Run 1, pin map:
Pins as bars across the die edge, other pins in gray.
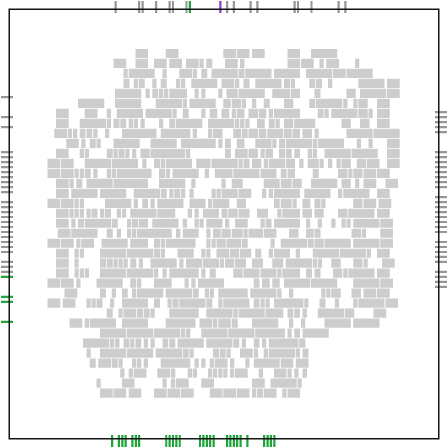
Run 1, clock distribution:
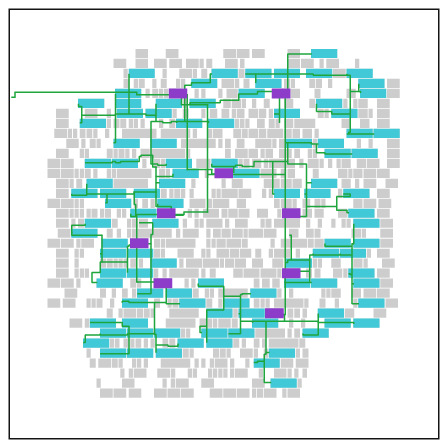
Run 1, I/O nets highlighted:
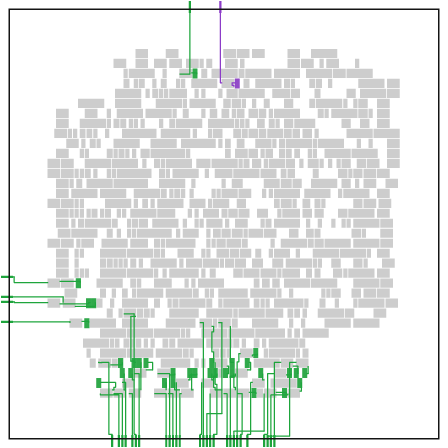
<file path="src/rtl/sub_chain_ctrl.sv">
`default_nettype none
// ============================================================================
// Module      : Full_Subtractor / sub_chain_ctrl
// Description : Full_Subtractor is an N-bit subtractor slice with borrow in
//               and borrow out.
//               sub_chain_ctrl computes a W-bit (W = N*K) difference
//               a - b - bin. It reuses one Full_Subtractor slice over K
//               cycles, starting with the least significant slice.
//
// Ports (sub_chain_ctrl):
//   clk    in   1  clock, rising edge
//   rst    in   1  synchronous active-high reset
//   start  in   1  begin an operation (sampled only in IDLE)
//   abort  in   1  cancel an operation in RUN
//   a      in   W  minuend
//   b      in   W  subtrahend
//   bin    in   1  initial borrow-in
//   busy   out  1  high while in RUN
//   done   out  1  one-cycle result-valid pulse
//   d      out  W  difference
//   bout   out  1  final borrow-out
//   ovf    out  1  signed overflow of the W-bit result
//
// Revision    : 1.0 - initial release
// ============================================================================

module Full_Subtractor #(
  parameter int N = 8
) (
  input  logic [N-1:0] a,
  input  logic [N-1:0] b,
  input  logic         bin,
  output logic [N-1:0] d,
  output logic         bout
);

  // The N+1-bit result keeps a borrow in its top bit. Because the true result
  // lies in [-2^N, 2^N-1], that bit is 1 exactly when a borrow occurred.
  logic [N:0] diff;

  assign diff = {1'b0, a} - {1'b0, b} - {{N{1'b0}}, bin};
  assign d    = diff[N-1:0];
  assign bout = diff[N];

endmodule

module sub_chain_ctrl #(
  parameter int N = 8,
  parameter int K = 4
) (
  input  logic           clk,
  input  logic           rst,
  input  logic           start,
  input  logic           abort,
  input  logic [N*K-1:0] a,
  input  logic [N*K-1:0] b,
  input  logic           bin,
  output logic           busy,
  output logic           done,
  output logic [N*K-1:0] d,
  output logic           bout,
  output logic           ovf
);

  localparam int W  = N * K;
  localparam int IW = (K > 1) ? $clog2(K) : 1;

  typedef enum logic [1:0] {
    IDLE = 2'd0,
    RUN  = 2'd1,
    DONE = 2'd2
  } state_t;

  state_t         state;
  state_t         state_nx;

  logic [W-1:0]   a_q;
  logic [W-1:0]   b_q;
  logic [IW-1:0]  idx;
  logic           brw;

  logic [N-1:0]   sl_a;
  logic [N-1:0]   sl_b;
  logic [N-1:0]   sl_d;
  logic           sl_bout;
  logic           last;

  assign sl_a = a_q[idx*N +: N];
  assign sl_b = b_q[idx*N +: N];
  assign last = (idx == IW'(K - 1));

  Full_Subtractor #(
    .N (N)
  ) u_slice (
    .a    (sl_a),
    .b    (sl_b),
    .bin  (brw),
    .d    (sl_d),
    .bout (sl_bout)
  );

  // State register
  always_ff @(posedge clk) begin
    if (rst) begin
      state <= IDLE;
    end else begin
      state <= state_nx;
    end
  end

  // Next-state logic
  always_comb begin
    state_nx = state;
    case (state)
      IDLE: begin
        if (start) state_nx = RUN;
      end
      RUN: begin
        if (abort)     state_nx = IDLE;
        else if (last) state_nx = DONE;
      end
      DONE:    state_nx = IDLE;
      default: state_nx = IDLE;
    endcase
  end

  assign busy = (state == RUN);
  assign done = (state == DONE);

  // Datapath: operand latch, slice index, borrow chain, result registers
  always_ff @(posedge clk) begin
    if (rst) begin
      a_q  <= '0;
      b_q  <= '0;
      idx  <= '0;
      brw  <= 1'b0;
      d    <= '0;
      bout <= 1'b0;
      ovf  <= 1'b0;
    end else begin
      case (state)
        IDLE: begin
          if (start) begin
            a_q  <= a;
            b_q  <= b;
            brw  <= bin;
            idx  <= '0;
            bout <= 1'b0;
            ovf  <= 1'b0;
          end
        end
        RUN: begin
          if (abort) begin
            d    <= '0;
            bout <= 1'b0;
            ovf  <= 1'b0;
            idx  <= '0;
            brw  <= 1'b0;
          end else begin
            d[idx*N +: N] <= sl_d;
            brw           <= sl_bout;
            if (last) begin
              // The top bit of the new difference is the MSB of this slice.
              bout <= sl_bout;
              ovf  <= (a_q[W-1] ^ b_q[W-1]) & (a_q[W-1] ^ sl_d[N-1]);
            end else begin
              idx <= idx + 1'b1;
            end
          end
        end
        default: begin
        end
      endcase
    end
  end

endmodule

`default_nettype wire

</file>
<file path="config.mk">
export PLATFORM = sky130hd
export DESIGN_NAME = sub_chain_ctrl
export DESIGN_NICKNAME = d
export VERILOG_FILES = /design/src/rtl/sub_chain_ctrl.sv
export SDC_FILE = /design/constraint.sdc
export NUM_CORES = 1
export LEC_CHECK = 0
export CAP_MARGIN = 20
export CORE_MARGIN = 10
export CORE_UTILIZATION = 50
export DETAILED_ROUTE_END_ITERATION = 6
export GPL_ROUTABILITY_DRIVEN = 0
export GPL_TIMING_DRIVEN = 0
export PLACE_DENSITY = 0.79
export SETUP_SLACK_MARGIN = 0.02
export SYNTH_ARGS = -nofsm -noshare
export SYNTH_HDL_FRONTEND = slang
export SYNTH_SLANG_ARGS = --single-unit
</file>
<file path="constraint.sdc">
create_clock -name clk -period 5.2 [get_ports clk]
set_input_delay 1.04 -clock clk [delete_from_list [all_inputs] [get_ports clk]]
set_output_delay 1.04 -clock clk [all_outputs]
set_load 0.005 [all_outputs]
</file>
==> out/results.tsv, run 1 <==
stage	metric	value	unit
sta	timing.fmax	229	MHz
synth	top_cell	nand2_1	
cells_and_area	nets	744	
cells_and_area	stdcell_count	773	
power_and_ir_drop	totalPowerFinal	1.63	mW
cells_and_area	fillers	773	
placement	dp_worst_setup_slack	0.906	ns
synth	ys_sh_xor	0.751	%
cells_and_area	signal_buffer_area_fraction	19.4	%
cells_and_area	layout-drive-gt1-share	5.29	%
cells_and_area	layout.area.comb	2350	um^2
synth	yosys.area_share.aoi	16.9	%
placement	detailedPlacementHpwl	10300	um
setup_path	ff2ff_setup_slack	0.83	ns
synth	muxShareOfSynthArea	8.21	%
sta	fin_skew	0.00892	ns
hold_path	worstHoldPathCells	2	
setup_path	cp.buffers_inverters	4	
global_routing	first_global_vias	4302	
synth	count_of_distinct_cell_types_in_the_synthesized_netlist	52	
global_routing	grt_max_degree	17	
synth	ys_cells	544	
setup_path	critical_path_end_type	register	
placement	dpl.cell_count	757	
clock_network	clock-root-buffer	clkbuf_8	
route	drt-pass1-iter-count	5	
placement	placedInstanceArea	5820	um^2
setup_path	critical_path.slowest_cell	mux4_2	
hold_path	hold_path.startpoint	b_q[18]	
sta	setup_tns_after_final_layout	0	ns
sta	hold-worst-slack	0.460	ns
setup_path	r2r_start	idx[0]	
setup_path	worstSetupPathDepth	12	
power_and_ir_drop	switching_power	0.485	mW
synth	netlist_top_cells_area	dfxtp_1 (44%), nand2_1 (12%), a21oi_1 (8.4%)	
sta	report.final.hold_viol_count	0	
setup_path	critPathArrivalTime	4.68	ns
hold_path	hold_path_end	b_q[18]	
route	dr_wl_met2	6140	um
cells_and_area	layout.non_clock_inverters	28	
status	run_status	finished, final reports clean	
clock_network	buffers_inserted_during_post_cts_setup_optimization	0	
synth	top_area_share	44.2	%
synth	asyncSetResetFlopFracSynth	0	%
synth	post_synth_fa_ha_maj_area_fraction	5.15	%
flow_run	openroad.warnings	29	
synth	top_logic_kind	simple AND/OR/NAND/NOR gates	
power_and_ir_drop	p_comb	0.349	mW
synth	post_synth_seq_share	44.2	%
setup_path	slowest_stage_delay_cp	0.59	ns
cells_and_area	numSequentialCells	103	
route	drc	0	
global_routing	gr-usage-met2	31.3	%
cells_and_area	areaGrowthSynthToFinish	28.4	%
global_routing	grt.busiest_layer	met2	
clock_network	numCtsBuffers	9	
floorplan	fp-row-count	35	
route	via_count	4248	
floorplan	num_tap_cells	111	
setup_path	timing.critical_path.fanout_max	10	
floorplan	initial_utilization	50.9	%
synth	post_synth_inst_count	544	
cells_and_area	multi_input_comb_cells	378	
global_routing	gr-total-overflow	0	
synth	yosys_most_used_dff	dfxtp_1	
route	avgRoutedWirePerCell	16.6	um
power_and_ir_drop	swShare	29.7	%
sta	layout_min_cycle_time	4.37	ns
clock_network	cts_tree	done	
cells_and_area	design_area	5990	um^2
power_and_ir_drop	power.density	273	nW/um^2
sta	setup_viol_count_final	0	
global_routing	grtUsageTotal	18.9	%
global_routing	grt_first_pass_wirelength	20500	um
setup_path	r2r-end	ovf	
synth	count_of_library_flops_with_an_enable_pin	0	
synth	synth_chip_area	4660	um^2
global_routing	use_met3	4.42	%
flow_run	max_cap_violations	0	
route	routed_wirelength	12800	um
route	drt-vias-per-instance	5.50	
synth	synth.largest_area_cell	dfxtp_1	
sta	finalCritPeriodShare	84.0	%
clock_network	cts_max_path_buffers	2	
clock_network	ctsResizeCount	0	
route	drtAntennaViolNets	0	
cells_and_area	n_clock_buffer	11	
global_routing	gr-usage-met1	23.1	%
Back to the opening pictures, 'pin map':
color	port	pins	direction	edge
green	b	32	input	27 bottom, 4 left, 1 top
purple	bin	1	input	top
IO buf count: 102
horizontal die dimension: 117 um

Back to the opening pictures, 'clock distribution':
[cyan] flip-flops | count: 103
[green] clock wires | length: 1070 um
[purple] clock drivers | count: 9
routed clock nets	10
clk latency late pin: 0.37 ns
power in the clock group: 0.440 mW

Back to the opening pictures, 'I/O nets highlighted':
color	port	direction	edge	end cells	wire
green	b	input	27 bottom, 4 left, 1 top	32	745 um
purple	bin	input	top	1	22.4 um
number of ports placed on the die boundary: 105

==> run 1: cell usage in the layout, fill, tap and decap left out, types with 3 or more instances in the layout <==
master | netlist | routed
inv_1 | 28 | 28
clkbuf_1 | 30 | 32
clkdlybuf4s50_1 | 0 | 102
nand3_1 | 4 | 4
a21oi_1 | 78 | 78
o31ai_1 | 3 | 3
or3_1 | 3 | 3
nor2b_1 | 3 | 3
nand2_1 | 145 | 145
a211oi_1 | 3 | 3
nor2_1 | 27 | 27
mux4_2 | 10 | 10
a22oi_1 | 20 | 20
clkbuf_8 | 0 | 9
nand2b_1 | 5 | 5
nand3b_1 | 6 | 6
o21ai_1 | 4 | 4
ha_1 | 16 | 16
dfxtp_1 | 103 | 103
clkinvlp_4 | 0 | 4
o21ai_0 | 6 | 6
mux4_1 | 6 | 6
Run 1, signal wires by layer:
Scale bar: 20 um.
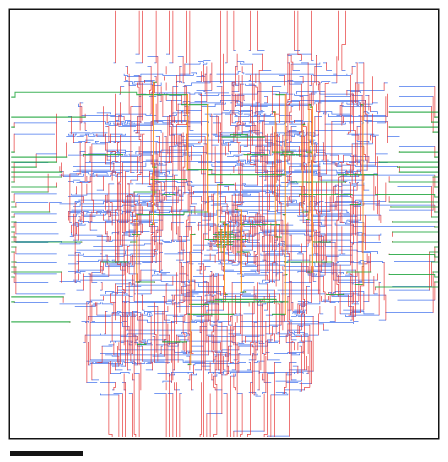

==> inputs of run 2 (changes only) <==
--- a/config.mk
+++ b/config.mk
@@ -7,11 +7,11 @@
 export LEC_CHECK = 0
 export CAP_MARGIN = 20
 export CORE_MARGIN = 10
-export CORE_UTILIZATION = 50
+export CORE_UTILIZATION = 45
 export DETAILED_ROUTE_END_ITERATION = 6
 export GPL_ROUTABILITY_DRIVEN = 0
 export GPL_TIMING_DRIVEN = 0
-export PLACE_DENSITY = 0.79
+export PLACE_DENSITY = 0.76
 export SETUP_SLACK_MARGIN = 0.02
 export SYNTH_ARGS = -nofsm -noshare
 export SYNTH_HDL_FRONTEND = slang
==> constraint.sdc (replaced) <==
create_clock -name clk -period 4 [get_ports clk]
set_input_delay 0.8 -clock clk [delete_from_list [all_inputs] [get_ports clk]]
set_output_delay 0.8 -clock clk [all_outputs]
set_load 0.005 [all_outputs]
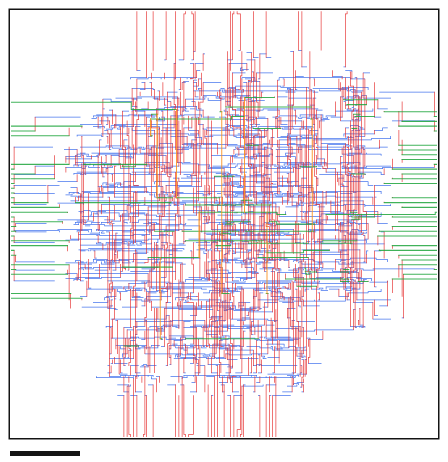
Run 2: signal wires by layer
Scale bar: 20 um.
color	layer	wire length
blue	metal 1	5440 um
green	metal 3	1140 um
red	metal 2	6390 um
orange	metal 4	229 um
DR WL/cell: 16.6 um
Total GRT Usage: 17.8%
final routed wirelength across all metal layers: 13200 um
via count: 4271

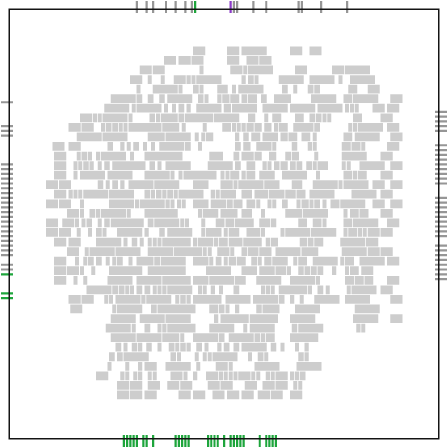
Run 2: pin map
Pins as bars across the die edge, other pins in gray.
color	port	pins	direction	edge
green	b	32	input	28 bottom, 3 left, 1 top
purple	bin	1	input	top
all pins by edge	31 right, 29 left, 28 bottom, 17 top
horizontal die dimension: 122 um
Chip Height: 122 um

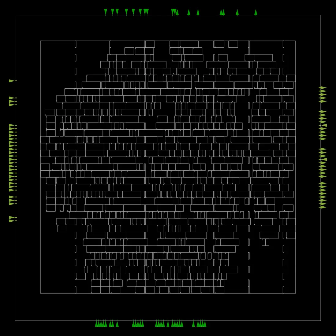
Run 2: cell placement
number of cells in the finished layout apart from fillers: 797
Fillers: 870
register fraction of the total cell area: 33.7%
sequential cells: 103

==> run 2 against run 1 <==
Wire length grew 2.8%. Clock power grew 79%. Flip-flop count is the same. Core utilization shrank 5.6 points. Hold slack lost 0.0030 ns.
==> out/results.tsv, run 2 <==
stage	metric	value	unit	change
setup_path	critical_path.slowest_cell	mux4_2		unchanged
cells_and_area	signal_buffer_area_fraction	19.1	%	was 19.4%
power_and_ir_drop	switching_power	0.644	mW	was 0.485 mW
placement	io_buffers	102		unchanged
synth	ys_cells	544		unchanged
cells_and_area	areaGrowthSynthToFinish	31.2	%	was 28.4%
synth	post_synth_inst_count	544		unchanged
global_routing	use_met3	5.23	%	was 4.42%
cells_and_area	n_clock_buffer	11		unchanged
sta	finalCritPeriodShare	93.3	%	was 84.0%
synth	top_area_share	44.2	%	unchanged
placement	placedInstanceArea	5850	um^2	was 5820 um^2
cells_and_area	layout.area.comb	2360	um^2	was 2350 um^2
sta	hold-worst-slack	0.457	ns	was 0.460 ns
cells_and_area	layout.non_clock_inverters	28		unchanged
global_routing	gr-usage-met2	30.9	%	was 31.3%
cells_and_area	layout-drive-gt1-share	5.90	%	was 5.29%
sta	setup_tns_after_final_layout	0	ns	unchanged
synth	synth.largest_area_cell	dfxtp_1		unchanged
global_routing	first_global_vias	4401		was 4302
floorplan	initial_utilization	45.6	%	was 50.9%
floorplan	num_tap_cells	136		was 111
global_routing	grt_first_pass_wirelength	21400	um	was 20500 um
power_and_ir_drop	totalPowerFinal	2.35	mW	was 1.63 mW
clock_network	clkLatencyLatePin	0.38	ns	was 0.37 ns
hold_path	hold_path_end	b_q[10]		was b_q[18]
global_routing	gr-usage-met1	20.7	%	was 23.1%
setup_path	timing.critical_path.fanout_max	10		unchanged
sta	timing.fmax	268	MHz	was 229 MHz
floorplan	design.portCount	105		unchanged
hold_path	hold_path.startpoint	b_q[10]		was b_q[18]
global_routing	grt.busiest_layer	met2		unchanged
synth	top_logic_kind	simple AND/OR/NAND/NOR gates		unchanged
sta	layout_min_cycle_time	3.73	ns	was 4.37 ns
synth	yosys_most_used_dff	dfxtp_1		unchanged
sta	report.final.hold_viol_count	0		unchanged
synth	post_synth_seq_share	44.2	%	unchanged
synth	top_cell	nand2_1		unchanged
setup_path	ff2ff_setup_slack	0.27	ns	was 0.83 ns
setup_path	r2r-end	d[14]		was ovf
placement	dpl.cell_count	782		was 757
synth	asyncSetResetFlopFracSynth	0	%	unchanged
status	run_status	finished, final reports clean		unchanged
cells_and_area	design_area	6120	um^2	was 5990 um^2
route	drt-vias-per-instance	5.36		was 5.50
global_routing	gr-total-overflow	0		unchanged
power_and_ir_drop	swShare	27.4	%	was 29.7%
route	dr_wl_met2	6390	um	was 6140 um
synth	muxShareOfSynthArea	8.21	%	unchanged
setup_path	worstSetupPathDepth	9		was 12
setup_path	r2r_start	idx[0]		unchanged
placement	dp_worst_setup_slack	-0.242	ns	was 0.906 ns
clock_network	cts_max_path_buffers	2		unchanged
cells_and_area	final_layout_top_logic_cell	nand2_1		unchanged
setup_path	slowest_stage_delay_cp	0.56	ns	was 0.59 ns
clock_network	cts_tree	done		unchanged
synth	netlist_top_cells_area	dfxtp_1 (44%), nand2_1 (12%), a21oi_1 (8.4%)		unchanged
cells_and_area	multi_input_comb_cells	378		unchanged
synth	count_of_distinct_cell_types_in_the_synthesized_netlist	52		unchanged
global_routing	grt_max_degree	18		was 17
synth	yosys.area_share.aoi	16.9	%	unchanged
floorplan	fp-row-count	37		was 35
[run 2: netlist changes by cell type in the layout (fill, tap and decap cells not counted), sizes merged]
| cell | delta |
|---|---|
| bufinv | +3 |
| buf | +1 |
| clkbuf | -2 |
| clkinv | -1 |
| clkinvlp | -2 |
[run 2: power by group through the flow]
stage	combinational [mW]	sequential, mW	clock [mW]
2_1_floorplan	0.275	1.11	0
4_1_cts	0.452	1.10	0.792
3_3_place_gp	0.432	1.12	0
3_5_place_dp	0.445	1.12	0
5_1_grt	0.512	1.10	0.835
6_report	0.463	1.10	0.789
[run 2: what timing repair did]
action,in CTS,in global routing
buffers inserted,0,0
gates resized,3,5
endpoints found under the setup margin,9,7
Run 2, I/O nets highlighted:
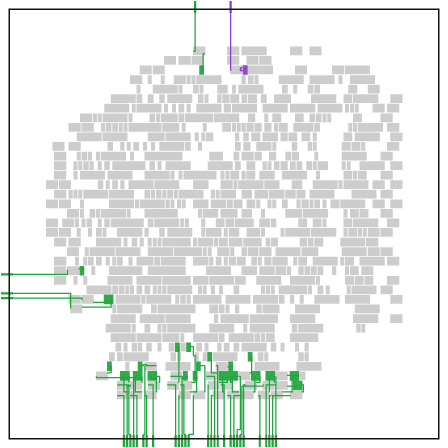

==> inputs of run 3 (changes only) <==
--- a/config.mk
+++ b/config.mk
@@ -5,13 +5,14 @@
 export SDC_FILE = /design/constraint.sdc
 export NUM_CORES = 1
 export LEC_CHECK = 0
+export ABC_CLOCK_PERIOD_IN_PS = 4000
 export CAP_MARGIN = 20
-export CORE_MARGIN = 10
-export CORE_UTILIZATION = 45
+export CORE_UTILIZATION = 47
+export CTS_BUF_LIST = sky130_fd_sc_hd__clkbuf_2 sky130_fd_sc_hd__clkbuf_4 sky130_fd_sc_hd__clkbuf_8
 export DETAILED_ROUTE_END_ITERATION = 6
 export GPL_ROUTABILITY_DRIVEN = 0
 export GPL_TIMING_DRIVEN = 0
-export PLACE_DENSITY = 0.76
+export PLACE_DENSITY = 0.78
 export SETUP_SLACK_MARGIN = 0.02
 export SYNTH_ARGS = -nofsm -noshare
 export SYNTH_HDL_FRONTEND = slang
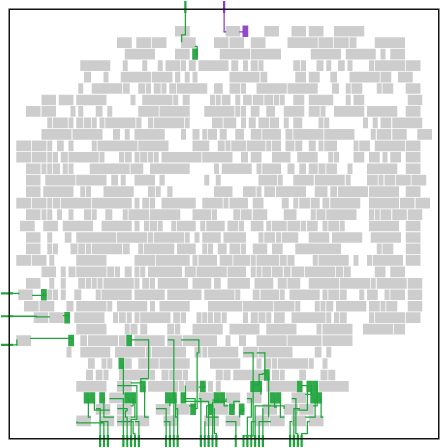
Run 3: I/O nets highlighted
color	port	direction	edge	end cells	wire
purple	bin	input	top	1	6.30 um
green	b	input	28 bottom, 3 left, 1 top	32	488 um

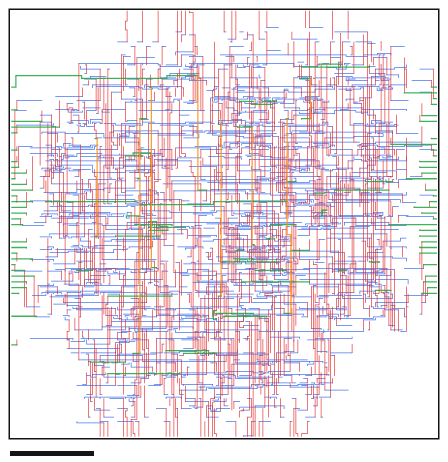
Run 3: signal wires by layer
Scale bar: 20 um.
color	layer	wire length
red	metal 2	5840 um
orange	metal 4	274 um
blue	metal 1	5250 um
green	metal 3	578 um
Total GRT Usage: 24.4%
DR WL/cell: 15.1 um

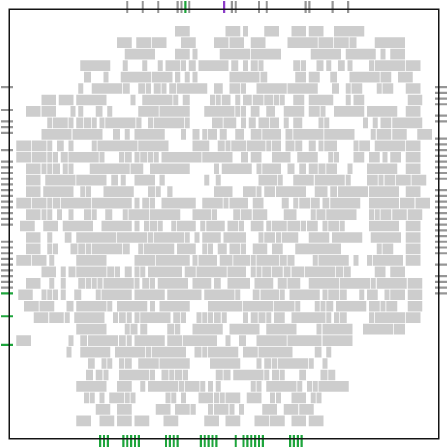
Run 3: pin map
Pins as bars across the die edge, other pins in gray.
color	port	pins	direction	edge
green	b	32	input	28 bottom, 3 left, 1 top
purple	bin	1	input	top
horizontal die dimension: 102 um
Chip Height: 102 um

==> run 3 against run 2 <==
Non-clock buffer count did not move. Hold slack improved by 0.00074 ns. Clock-buffer cell count is 2 higher. Wire length down 9.5%. Critical path depth increased by 3. Maximum frequency is 1.7% lower. Worst setup slack got worse by 0.065 ns. Highest routed layer unchanged. Sequential power about the same. Die size down 30%.
==> out/results.tsv, run 3 <==
stage	metric	value	unit	change
status	run_status	finished, final reports clean		unchanged
power_and_ir_drop	swShare	27.9	%	was 27.4%
synth	yosys_most_used_dff	dfxtp_1		unchanged
setup_path	r2r-end	d[31]		was d[14]
cells_and_area	layout.non_clock_inverters	28		unchanged
clock_network	cts_max_path_buffers	2		unchanged
placement	dpl.cell_count	775		was 782
sta	finalCritPeriodShare	94.9	%	was 93.3%
placement	detailedPlacementHpwl	9050	um	was 10100 um
route	dr_wl_met2	5840	um	was 6390 um
cells_and_area	fillers	794		was 870
setup_path	cp.buffers_inverters	4		was 1
cells_and_area	multi_input_comb_cells	378		unchanged
synth	ys_cells	544		unchanged
hold_path	hold_path.startpoint	a_q[22]		was b_q[10]
power_and_ir_drop	p_comb	0.459	mW	was 0.463 mW
route	drc	0		unchanged
setup_path	critical_path_end_type	register		unchanged
sta	timing.fmax	263	MHz	was 268 MHz
clock_network	numCtsBuffers	9		unchanged
route	drtAntennaViolNets	0		unchanged
global_routing	gr-usage-met2	42.9	%	was 30.9%
power_and_ir_drop	switching_power	0.626	mW	was 0.644 mW
synth	count_of_distinct_cell_types_in_the_synthesized_netlist	52		unchanged
synth	top_cell	nand2_1		unchanged
cells_and_area	final_layout_top_logic_cell	nand2_1		unchanged
global_routing	grt_max_degree	18		unchanged
cells_and_area	stdcell_count	789		was 797
cells_and_area	final_cell_mix	nand2_1 (145), dfxtp_1 (103), clkdlybuf4s50_1 (102), a21oi_1 (78)		was nand2_1 (145), dfxtp_1 (103), clkdlybuf4s50_1 (102), a21oi_1 (78), clkbuf_1 (29)
route	routed_wirelength	11900	um	was 13200 um
cells_and_area	layout.area.comb	2370	um^2	was 2360 um^2
setup_path	r2r_start	idx[0]		unchanged
placement	placedInstanceArea	5840	um^2	was 5850 um^2
flow_run	openroad.warnings	30		was 29
cells_and_area	signal_buffer_area_fraction	19.2	%	was 19.1%
clock_network	clkLatencyLatePin	0.37	ns	was 0.38 ns
global_routing	grt.busiest_layer	met2		unchanged
clock_network	clock-root-buffer	clkbuf_8		unchanged
cells_and_area	areaGrowthSynthToFinish	30.3	%	was 31.2%
hold_path	worstHoldPathCells	2		unchanged
clock_network	buffers_inserted_during_post_cts_setup_optimization	0		unchanged
power_and_ir_drop	seq_cell_power	1.10	mW	about the same
power_and_ir_drop	totalPowerFinal	2.24	mW	was 2.35 mW
setup_path	slowest_stage_delay_cp	0.51	ns	was 0.56 ns
cells_and_area	n_clock_buffer	13		was 11
sta	setup_viol_count_final	0		unchanged
setup_path	timing.critical_path.fanout_max	10		unchanged
setup_path	critPathArrivalTime	4.09	ns	was 4.04 ns
global_routing	use_met3	2.90	%	was 5.23%
==> run 3: cell count changes in the layout (fill, tap and decap cells not counted) <==
cell and delta:
a221oi_1 -1, a221oi_2 +1, buf_6 -1, bufinv_16 -2, clkbuf_1 -1, clkbuf_4 +2, clkbuf_8 +2, clkinv_4 +1
clkinvlp_4 -2
==> run 3: kinds of logic (layout without fill, tap and decap cells) <==
kind of cell,after synthesis,count (layout),share of synthesized area (%)
and+or+nand+nor,209,209,19.4
AOI/OAI and AO/OA,131,131,16.9
DFF,103,103,44.2
buffers and inverters,63,179,5.29
adders and majority gates,18,18,5.15
muxes,16,16,8.21
xor gates and xnor gates,4,4,0.752
Power figures rest on the tool's default switching activity, not on a simulated workload.
